### src/rtl/tdm_mux_8_1.sv
// Serialises an 8-bit word onto a single data line plus 3-bit channel select,
// skipping channels whose enable bit is clear; paced by a load/ready/done handshake.
module tdm_mux_8_1 #(
  parameter int unsigned HOLD_CYCLES = 1
) (
  input  logic       clk,
  input  logic       rst,
  input  logic       load,
  input  logic [7:0] d,
  input  logic [7:0] en_mask,
  output logic       ready,
  output logic       I,
  output logic [2:0] s,
  output logic       valid,
  output logic       done
);

  typedef enum logic [1:0] {StIdle, StSend, StDone} state_e;

  localparam logic [7:0] HoldMax = 8'(HOLD_CYCLES - 1);

  state_e     state_q;
  logic [7:0] d_q;
  logic [7:0] mask_q;
  logic [2:0] ch_q;
  logic [7:0] hold_q;

  logic [7:0] rest_mask;
  logic [2:0] next_ch;
  logic [2:0] first_ch;

  function automatic logic [2:0] lowest_bit(input logic [7:0] m);
    logic [2:0] idx;
    idx = 3'd0;
    for (int i = 7; i >= 0; i--) begin
      if (m[i]) idx = 3'(i);
    end
    return idx;
  endfunction

  // Candidates strictly above the current channel; no wrap past channel 7.
  always_comb begin
    rest_mask = mask_q & (8'hFF << (4'(ch_q) + 4'd1));
    next_ch   = lowest_bit(rest_mask);
    first_ch  = lowest_bit(en_mask);
  end

  always_ff @(posedge clk) begin
    if (rst) begin
      state_q <= StIdle;
      d_q     <= 8'h00;
      mask_q  <= 8'h00;
      ch_q    <= 3'd0;
      hold_q  <= 8'h00;
      ready   <= 1'b1;
      I       <= 1'b0;
      s       <= 3'd0;
      valid   <= 1'b0;
      done    <= 1'b0;
    end else begin
      unique case (state_q)
        StIdle: begin
          if (load) begin
            d_q    <= d;
            mask_q <= en_mask;
            hold_q <= 8'h00;
            ready  <= 1'b0;
            if (en_mask != 8'h00) begin
              state_q <= StSend;
              ch_q    <= first_ch;
              s       <= first_ch;
              I       <= d[first_ch];
              valid   <= 1'b1;
            end else begin
              state_q <= StDone;
              done    <= 1'b1;
            end
          end
        end
        StSend: begin
          if (hold_q == HoldMax) begin
            hold_q <= 8'h00;
            if (rest_mask != 8'h00) begin
              ch_q <= next_ch;
              s    <= next_ch;
              I    <= d_q[next_ch];
            end else begin
              state_q <= StDone;
              valid   <= 1'b0;
              I       <= 1'b0;
              s       <= 3'd0;
              done    <= 1'b1;
            end
          end else begin
            hold_q <= hold_q + 8'd1;
          end
        end
        StDone: begin
          done    <= 1'b0;
          ready   <= 1'b1;
          state_q <= StIdle;
        end
        default: state_q <= StIdle;
      endcase
    end
  end

endmodule

### config.mk
export PLATFORM = sky130hd
export DESIGN_NAME = tdm_mux_8_1
export DESIGN_NICKNAME = d
export VERILOG_FILES = /design/src/rtl/tdm_mux_8_1.sv
export SDC_FILE = /design/constraint.sdc
export NUM_CORES = 1
export LEC_CHECK = 0
export CELL_PAD_IN_SITES_DETAIL_PLACEMENT = 1
export CELL_PAD_IN_SITES_GLOBAL_PLACEMENT = 1
export CORE_MARGIN = 10
export CORE_UTILIZATION = 40
export DETAILED_ROUTE_END_ITERATION = 10
export GPL_ROUTABILITY_DRIVEN = 0
export PLACE_DENSITY = 0.89
export SYNTH_ARGS = -nofsm -noshare
export SYNTH_HDL_FRONTEND = slang
export SYNTH_SLANG_ARGS = --single-unit
### constraint.sdc
create_clock -name clk -period 2.91 [get_ports clk]
set_clock_uncertainty 0.15 [all_clocks]
set_input_delay 0.291 -clock clk [delete_from_list [all_inputs] [get_ports clk]]
set_output_delay 0.291 -clock clk [all_outputs]
set_load 0.01 [all_outputs]
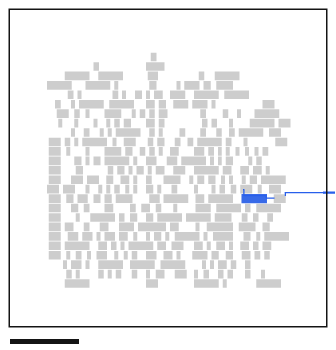
*Port wiring, run 1*
The bar under the picture is 20 um long.
legend:
  `ready`:
    color: blue
    bits: 1
    direction: output
    edge: right
    end_cells: 1
    buffers: 1
    wire: 23.4 um

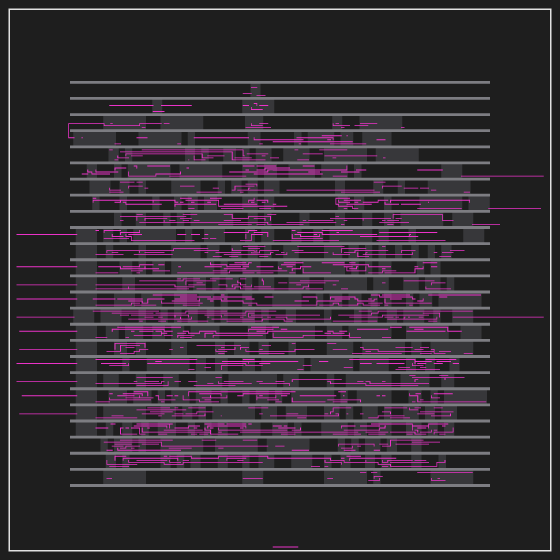
*The metal 1 layer, run 1*
Supply wires on this layer in gray.
share of all routed wire: 44%
main direction: horizontal
nets with wire on the layer: 295

==> results.json, run 1 <==
{
  "drcViolationCount": 0,
  "reg2reg_depth": 9,
  "combGateArea_um2": 1230,
  "timing.slew.headroom": 0.545,
  "dieArea_um2": 8290,
  "synthMuxAreaShare": 0.0211,
  "synth-edff-count": 0,
  "num_vias": 2052,
  "crit_top_cell": "ha_1",
  "synthTopLogicFamily": "AND-OR/OR-AND gates",
  "top_layer": "met4",
  "drtAntennaViolNets": 0,
  "path_buffers": 2,
  "switching_share": 0.326,
  "first_pass_iters": 4,
  "n_clock_buffer": 6,
  "clk_root_buffer_cell": "clkbuf_8",
  "largest_cell_class": "combinational gates",
  "post-route-util": 0.513,
  "flops": 36,
  "grtUsageMet2": 0.257,
  "setup_slack_ns": 0.265,
  "cp.required_ns": 2.95,
  "syn_avg_cell_area_um2": 7.71,
  "cts_setup_buffers": 0,
  "holdWs_ns": 0.301,
  "logic_gate_count": 207,
  "placedInstanceArea_um2": 2370,
  "hold_viol": 0,
  "crit_path_start_kind": "register",
  "drive_gt1_frac": 0.0887,
  "switchingPower_w": 0.000422,
  "timing.rr.end": "I$_SDFFE_PP0P_",
  "cts_buffer_depth": 2,
  "syn_area_um2": 2020,
  "crit_path_end_kind": "register",
  "postSynthSeqShare": 0.357,
  "cp_cell_sequence": "ha_1 -> inv_1 -> ha_1 -> buf_4 -> and3_1 -> or3_1 -> nor2_1 -> mux4_2 -> o2bb2ai_1",
  "fp_util": 0.419,
  "dr_wl_met3_um": 300,
  "min_from": "mask_q[2]$_SDFFE_PP0P_",
  "ff_latch_area_um2": 721,
  "wl_met2_um": 2980,
  "cp_max_fo": 8,
  "powerComb_w": 0.000354,
  "grt_pass1_vias": 2162,
  "p_per_area_nw_per_um2": 525,
  "wl_met1_um": 2730,
  "crit_end": "I$_SDFFE_PP0P_",
  "slew_viol_final": 0,
  "cts_tree": "built",
  "clock_area_frac": 0.0375,
  "nWellTaps": 67,
  "ys_top_cells_by_area": "dfxtp_1 36%, a21oi_1 8.4%, nand2_1 8.4%",
  "ys_types": 50,
  "ys_area_um2": 2020,
  "cp_num_cells": 9,
  "maxCapViolCount": 0,
  "drtIter0Drc": 62,
  "cts_sinks": 36,
  "diodes": 0,
  "grt-busiest-layer": "met2",
  "rsz0062_at_grt": "no",
  "core_um2": 4820,
  "setup_viol": 0,
  "cts_resized": 0,
  "max_freq_mhz": 378,
  "cp.arrival_ns": 2.68,
  "wire_per_inst_um": 17.1,
  "reg_top3": "d_q (8), hold_q (8), mask_q (8)",
  "clk_latency_ns": 0.30,
  "final_cell_mix": "45 x nand2_1, 36 x dfxtp_1, 34 x a21oi_1",
  "grt_util_met1": 0.172,
  "fin_crit_ns": 2.65,
  "p_seq_w": 0.000568,
  "lay_top_count": "nand2_1",
  "reg2reg_from": "ch_q[1]$_SDFFE_PP0P_",
  "dp_hpwl_um": 4710,
  "via_per_inst": 5.70,
  "antenna_found_initial": 0,
  "ys_cells": 262,
  "crit_slowest_cell": "mux4_2",
  "reg2reg_slack_ns": 0.26,
  "most_common_cell": "nand2_1",
  "final_cells": 360,
  "clk_pin_slew_ns": 0.07,
  "nonClkBufAreaFrac": 0.123,
  "nets": 317,
  "whs_path_depth": 2,
  "synth.cellmix.simpleShare": 0.260,
  "dp_slack_ns": 0.175,
  "async_flop_share": 0,
  "xor_share": 0,
  "crit_start": "ch_q[1]$_SDFFE_PP0P_",
  "grt_max_degree": 19,
  "routed_wl_um": 6160,
  "synth_flops": 36,
  "tool_warnings": 29,
  "n_all_buffers": 32,
  "synth-main-ff-cell": "dfxtp_1",
  "seq_area_frac": 0.292,
  "areaGrowthSynthToFinish_pct": 22.2,
  "p_int_w": 0.000874,
  "yosysTopAreaCell": "dfxtp_1",
  "seq_power_share": 0.439,
  "num_rows": 25,
  "cpPeakStageDelay_ns": 0.52,
  "top_power_group": "sequential cells",
  "min_to": "mask_q[2]$_SDFFE_PP0P_",
  "leakage_nw": 0.930,
  "hold_class": "register to register",
  "overflow": 0,
  "finalPower_w": 0.00130,
  "synth.top_cell.area_share": 0.357,
  "comb_share": 0.499,
  "fa_ha_area_frac": 0.0372,
  "die_width_um": 91.1,
  "ys_warn_count": 0,
  "dpl.cell_count": 352,
  "cts_buffers": 5,
  "synth-compound-area-share": 0.289,
  "combPwrFrac": 0.273,
  "cts_hold_buf": 0,
  "io_buffers": 25,
  "grt_pass1_wl_um": 10400,
  "setup.worst_path.class": "register to register",
  "worstMarginPinSlew_ns": 0.680,
  "netlist_top_cells_count": "45 x nand2_1, 36 x dfxtp_1, 34 x a21oi_1",
  "status": "finished, final reports clean",
  "tns_ns": 0,
  "inv_count": 10,
  "pwr-share-clk": 0.288,
  "syn_inst": 262,
  "crit_family": "simple AND/OR/NAND/NOR gates",
  "syn-num-nets": 287
}
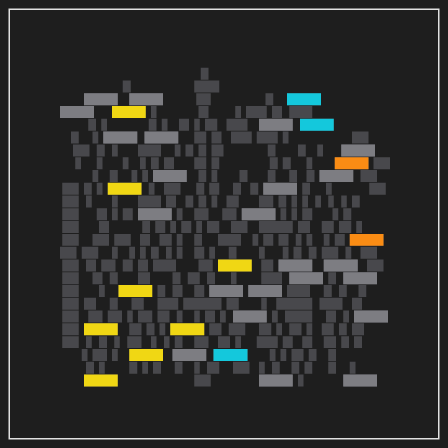
*Sequential cells colored by netlist name, run 1*
legend:
  `state_q`:
    color: orange
    placed_flops: 2
  `d_q`:
    color: yellow
    placed_flops: 8
  `s`:
    color: cyan
    placed_flops: 3
not colored: 23

### Metal 2, run 1

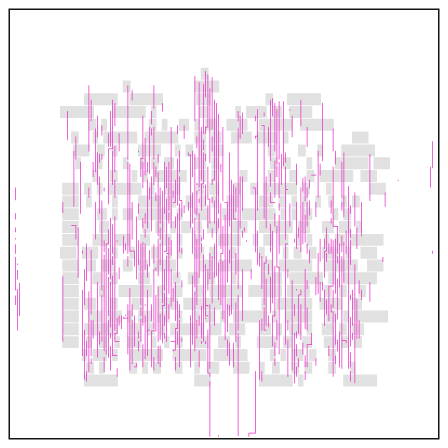

--- run 2 (diff from run 1) ---
- CELL_PAD_IN_SITES_DETAIL_PLACEMENT: 1 -> default
- CELL_PAD_IN_SITES_GLOBAL_PLACEMENT: 1 -> default
- CORE_UTILIZATION: 40 -> 55
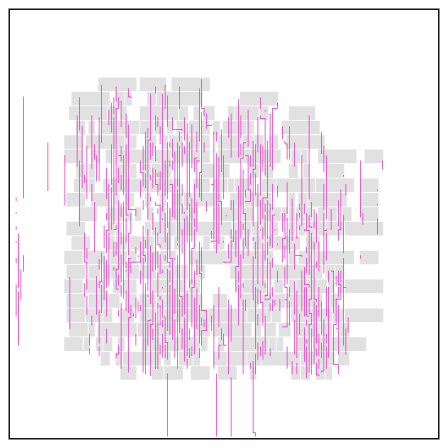
*Metal 2, run 2*
nets with wire on the layer: 268
longest straight run: 28.2 um
share of all routed wire: 48%

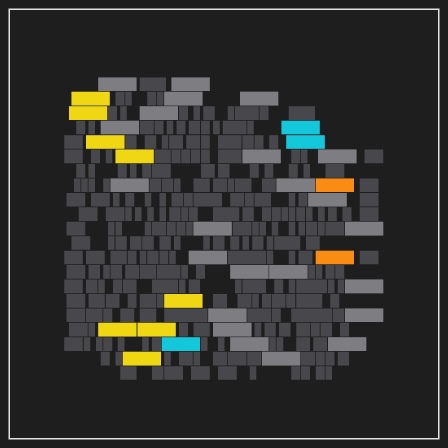
*Sequential cells colored by netlist name, run 2*
legend:
  `state_q`:
    color: orange
    placed_flops: 2
  `s`:
    color: cyan
    placed_flops: 3
  `d_q`:
    color: yellow
    placed_flops: 8

==> results.json, run 2 <==
{
  "synth.top_cell.area_share": 0.357,
  "dpl.cell_count": 328,
  "syn_avg_cell_area_um2": 7.71,
  "dp_slack_ns": 0.202,
  "status": "finished, final reports clean",
  "pwr-share-clk": 0.268,
  "timing.rr.end": "I$_SDFFE_PP0P_",
  "via_per_inst": 6.03,
  "final_cells": 335,
  "cts_sinks": 36,
  "cp_cell_sequence": "ha_1 -> inv_1 -> ha_1 -> nand2b_1 -> a21oi_1 -> o31a_1 -> nor2_1 -> mux4_2 -> o2bb2ai_1",
  "cts_tree": "built",
  "synth-compound-area-share": 0.289,
  "min_to": "mask_q[2]$_SDFFE_PP0P_",
  "flops": 36,
  "synth-main-ff-cell": "dfxtp_1",
  "cp_max_fo": 10,
  "ff_latch_area_um2": 721,
  "comb_share": 0.512,
  "dp_hpwl_um": 3890,
  "clk_latency_ns": 0.29,
  "num_vias": 2020,
  "synthMuxAreaShare": 0.0211,
  "crit_path_end_kind": "register",
  "synth-edff-count": 0,
  "leakage_nw": 0.906,
  "nWellTaps": 46,
  "cp.required_ns": 2.94,
  "path_buffers": 1,
  "grt_pass1_vias": 1967,
  "setup.worst_path.class": "register to register",
  "overflow": 0,
  "top_power_group": "sequential cells",
  "async_flop_share": 0,
  "syn_inst": 262,
  "tns_ns": 0,
  "fp_util": 0.587,
  "routed_wl_um": 5160,
  "yosysTopAreaCell": "dfxtp_1",
  "worstMarginPinSlew_ns": 0.645,
  "min_from": "mask_q[2]$_SDFFE_PP0P_",
  "switching_share": 0.317,
  "seq_area_frac": 0.300,
  "top_layer": "met4",
  "synth_flops": 36,
  "nonClkBufAreaFrac": 0.116,
  "p_seq_w": 0.000568,
  "drive_gt1_frac": 0.0727,
  "ys_warn_count": 0,
  "n_all_buffers": 29,
  "fin_crit_ns": 2.67,
  "cpPeakStageDelay_ns": 0.51,
  "wire_per_inst_um": 15.4,
  "whs_path_depth": 2,
  "drcViolationCount": 0,
  "areaGrowthSynthToFinish_pct": 19.1,
  "switchingPower_w": 0.000392,
  "crit_path_start_kind": "register",
  "reg2reg_from": "ch_q[0]$_SDFFE_PP0P_",
  "cp.arrival_ns": 2.70,
  "reg_top3": "d_q (8), hold_q (8), mask_q (8)",
  "antenna_found_initial": 0,
  "setup_slack_ns": 0.239,
  "n_clock_buffer": 6,
  "rsz0062_at_grt": "no",
  "combGateArea_um2": 1230,
  "grtUsageMet2": 0.275,
  "cts_setup_buffers": 0,
  "wl_met2_um": 2470,
  "hold_class": "register to register",
  "dr_wl_met3_um": 364,
  "clock_area_frac": 0.0322,
  "crit_start": "ch_q[0]$_SDFFE_PP0P_",
  "powerComb_w": 0.000336,
  "cts_hold_buf": 0,
  "tool_warnings": 29,
  "clk_pin_slew_ns": 0.07,
  "wl_met1_um": 2210,
  "logic_gate_count": 207,
  "finalPower_w": 0.00124,
  "postSynthSeqShare": 0.357,
  "die_width_um": 80.6,
  "crit_end": "I$_SDFFE_PP0P_",
  "holdWs_ns": 0.306,
  "grt_max_degree": 26,
  "drtIter0Drc": 199,
  "reg2reg_depth": 9,
  "seq_power_share": 0.460,
  "cts_buffer_depth": 2,
  "final_cell_mix": "45 x nand2_1, 36 x dfxtp_1, 34 x a21oi_1",
  "max_freq_mhz": 374,
  "grt_pass1_wl_um": 8550,
  "cts_buffers": 5,
  "drtAntennaViolNets": 0,
  "first_pass_iters": 4,
  "inv_count": 10,
  "crit_family": "adder cells",
  "timing.slew.headroom": 0.565,
  "ys_cells": 262,
  "reg2reg_slack_ns": 0.24,
  "most_common_cell": "nand2_1",
  "grt_util_met1": 0.181,
  "irDropWorstVdd_v": 0.000236,
  "ys_types": 50,
  "maxCapViolCount": 0,
  "placedInstanceArea_um2": 2320,
  "syn_area_um2": 2020,
  "fa_ha_area_frac": 0.0372,
  "synth.cellmix.simpleShare": 0.260,
  "io_buffers": 25,
  "p_int_w": 0.000843,
  "xor_share": 0,
  "core_um2": 3440,
  "cts_resized": 0,
  "syn-num-nets": 287,
  "crit_top_cell": "ha_1",
  "ys_area_um2": 2020,
  "lay_top_count": "nand2_1",
  "dieArea_um2": 6500,
  "grt-busiest-layer": "met2",
  "nets": 314,
  "setup_viol": 0,
  "diodes": 0,
  "slew_viol_final": 0,
  "p_per_area_nw_per_um2": 513,
  "ys_top_cells_by_area": "dfxtp_1 36%, a21oi_1 8.4%, nand2_1 8.4%",
  "num_rows": 21,
  "crit_slowest_cell": "mux4_2",
  "clk_root_buffer_cell": "clkbuf_8",
  "post-route-util": 0.699,
  "combPwrFrac": 0.272,
  "synthTopLogicFamily": "AND-OR/OR-AND gates",
  "largest_cell_class": "combinational gates",
  "netlist_top_cells_count": "45 x nand2_1, 36 x dfxtp_1, 34 x a21oi_1",
  "fin_area_um2": 2410,
  "hold_viol": 0,
  "cp_num_cells": 9
}
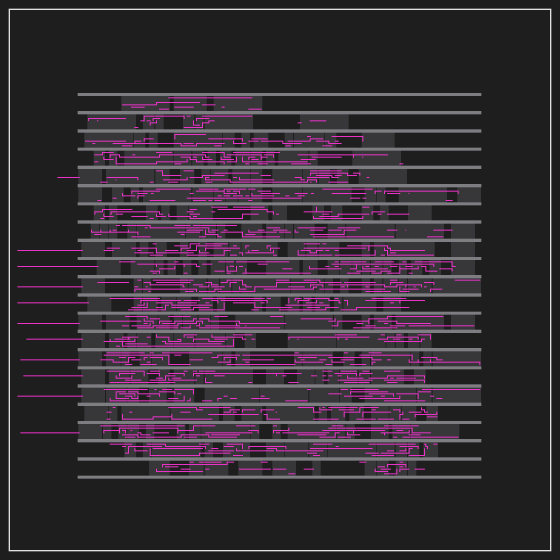
*The metal 1 layer, run 2*
Supply wires on this layer in gray.
main direction: horizontal
longest straight run: 17.0 um

--- run 3 (diff from run 2) ---
- ABC_CLOCK_PERIOD_IN_PS: default -> 2910
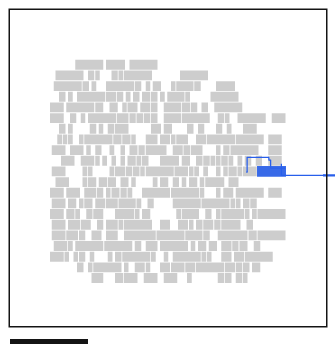
*Port wiring, run 3*
The bar under the picture is 20 um long.
legend:
  `ready`:
    color: blue
    bits: 1
    direction: output
    edge: right
    end_cells: 1
    buffers: 1
    wire: 30.2 um

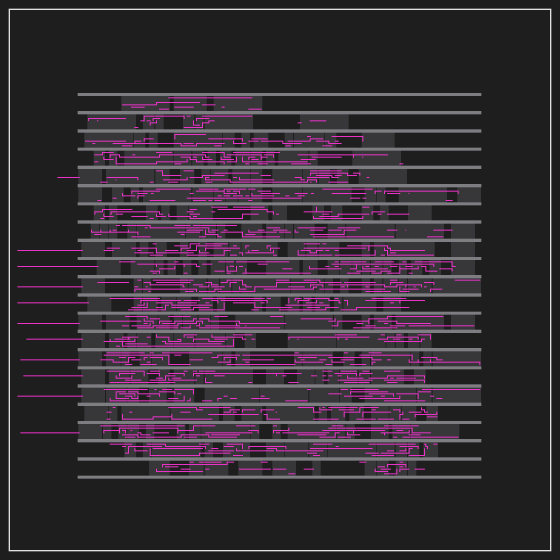
*The metal 1 layer, run 3*
Supply wires on this layer in gray.
share of all routed wire: 43%
wire length on this layer: 2210 um
nets with wire on the layer: 291

==> results.json, run 3 <==
{
  "reg2reg_slack_ns": 0.24,
  "timing.slew.headroom": 0.565,
  "cts_sinks": 36,
  "combPwrFrac": 0.272,
  "grt_util_met1": 0.181,
  "n_all_buffers": 29,
  "inv_count": 10,
  "largest_cell_class": "combinational gates",
  "cp_cell_sequence": "ha_1 -> inv_1 -> ha_1 -> nand2b_1 -> a21oi_1 -> o31a_1 -> nor2_1 -> mux4_2 -> o2bb2ai_1",
  "synth.top_cell.area_share": 0.357,
  "timing.rr.end": "I$_SDFFE_PP0P_",
  "synth.cellmix.simpleShare": 0.260,
  "cp.arrival_ns": 2.70,
  "grt-busiest-layer": "met2",
  "most_common_cell": "nand2_1",
  "fin_crit_ns": 2.67,
  "fa_ha_area_frac": 0.0372,
  "cts_resized": 0,
  "finalPower_w": 0.00124,
  "grtUsageMet2": 0.275,
  "cts_tree": "built",
  "synth-compound-area-share": 0.289,
  "crit_slowest_cell": "mux4_2",
  "synthMuxAreaShare": 0.0211,
  "areaGrowthSynthToFinish_pct": 19.1,
  "final_cells": 335,
  "clk_root_buffer_cell": "clkbuf_8",
  "syn_inst": 262,
  "ys_warn_count": 0,
  "via_per_inst": 6.03,
  "dpl.cell_count": 328,
  "num_rows": 21,
  "overflow": 0,
  "flops": 36,
  "tool_warnings": 29,
  "maxCapViolCount": 0,
  "tns_ns": 0,
  "netlist_top_cells_count": "45 x nand2_1, 36 x dfxtp_1, 34 x a21oi_1",
  "cp_max_fo": 10,
  "hold_viol": 0,
  "ys_top_cells_by_area": "dfxtp_1 36%, a21oi_1 8.4%, nand2_1 8.4%",
  "first_pass_iters": 4,
  "powerComb_w": 0.000336,
  "lay_top_count": "nand2_1",
  "drcViolationCount": 0,
  "clk_pin_slew_ns": 0.07,
  "whs_path_depth": 2,
  "drive_gt1_frac": 0.0727,
  "die_width_um": 80.6,
  "syn_area_um2": 2020,
  "clock_area_frac": 0.0322,
  "antenna_found_initial": 0,
  "reg2reg_from": "ch_q[0]$_SDFFE_PP0P_",
  "nonClkBufAreaFrac": 0.116,
  "post-route-util": 0.699,
  "min_to": "mask_q[2]$_SDFFE_PP0P_",
  "crit_end": "I$_SDFFE_PP0P_",
  "crit_start": "ch_q[0]$_SDFFE_PP0P_",
  "ys_types": 50,
  "combGateArea_um2": 1230,
  "hold_class": "register to register",
  "nets": 314,
  "dp_hpwl_um": 3890,
  "dieArea_um2": 6500,
  "wire_per_inst_um": 15.4,
  "max_freq_mhz": 374,
  "switching_share": 0.317,
  "fp_util": 0.587,
  "setup_slack_ns": 0.239,
  "setup_viol": 0,
  "switchingPower_w": 0.000392,
  "io_buffers": 25,
  "cts_hold_buf": 0,
  "xor_share": 0,
  "holdWs_ns": 0.306,
  "crit_path_end_kind": "register",
  "cp.required_ns": 2.94,
  "drtIter0Drc": 199,
  "comb_share": 0.512,
  "reg2reg_depth": 9,
  "leakage_nw": 0.906,
  "top_power_group": "sequential cells",
  "ff_latch_area_um2": 721,
  "seq_area_frac": 0.300,
  "crit_path_start_kind": "register",
  "setup.worst_path.class": "register to register",
  "logic_gate_count": 207,
  "syn-num-nets": 287,
  "min_from": "mask_q[2]$_SDFFE_PP0P_",
  "nWellTaps": 46,
  "cpPeakStageDelay_ns": 0.51,
  "placedInstanceArea_um2": 2320,
  "num_vias": 2020,
  "top_layer": "met4",
  "grt_pass1_wl_um": 8550,
  "cts_setup_buffers": 0,
  "worstMarginPinSlew_ns": 0.645,
  "synth-main-ff-cell": "dfxtp_1",
  "status": "finished, final reports clean",
  "clk_latency_ns": 0.29,
  "drtAntennaViolNets": 0,
  "grt_max_degree": 26,
  "async_flop_share": 0,
  "p_int_w": 0.000843,
  "crit_family": "adder cells"
}
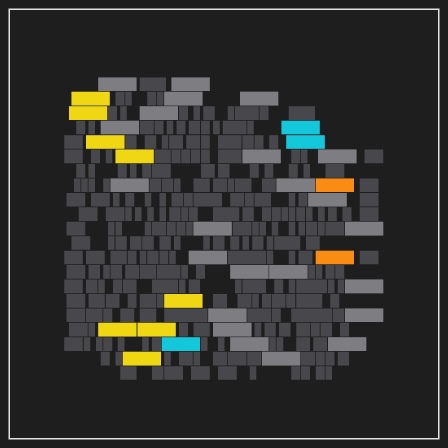
*Sequential cells colored by netlist name, run 3*
legend:
  `s`:
    color: cyan
    placed_flops: 3
  `state_q`:
    color: orange
    placed_flops: 2
  `d_q`:
    color: yellow
    placed_flops: 8
not colored: 23

No activity file was given, so power comes from the tool's default toggle rates.
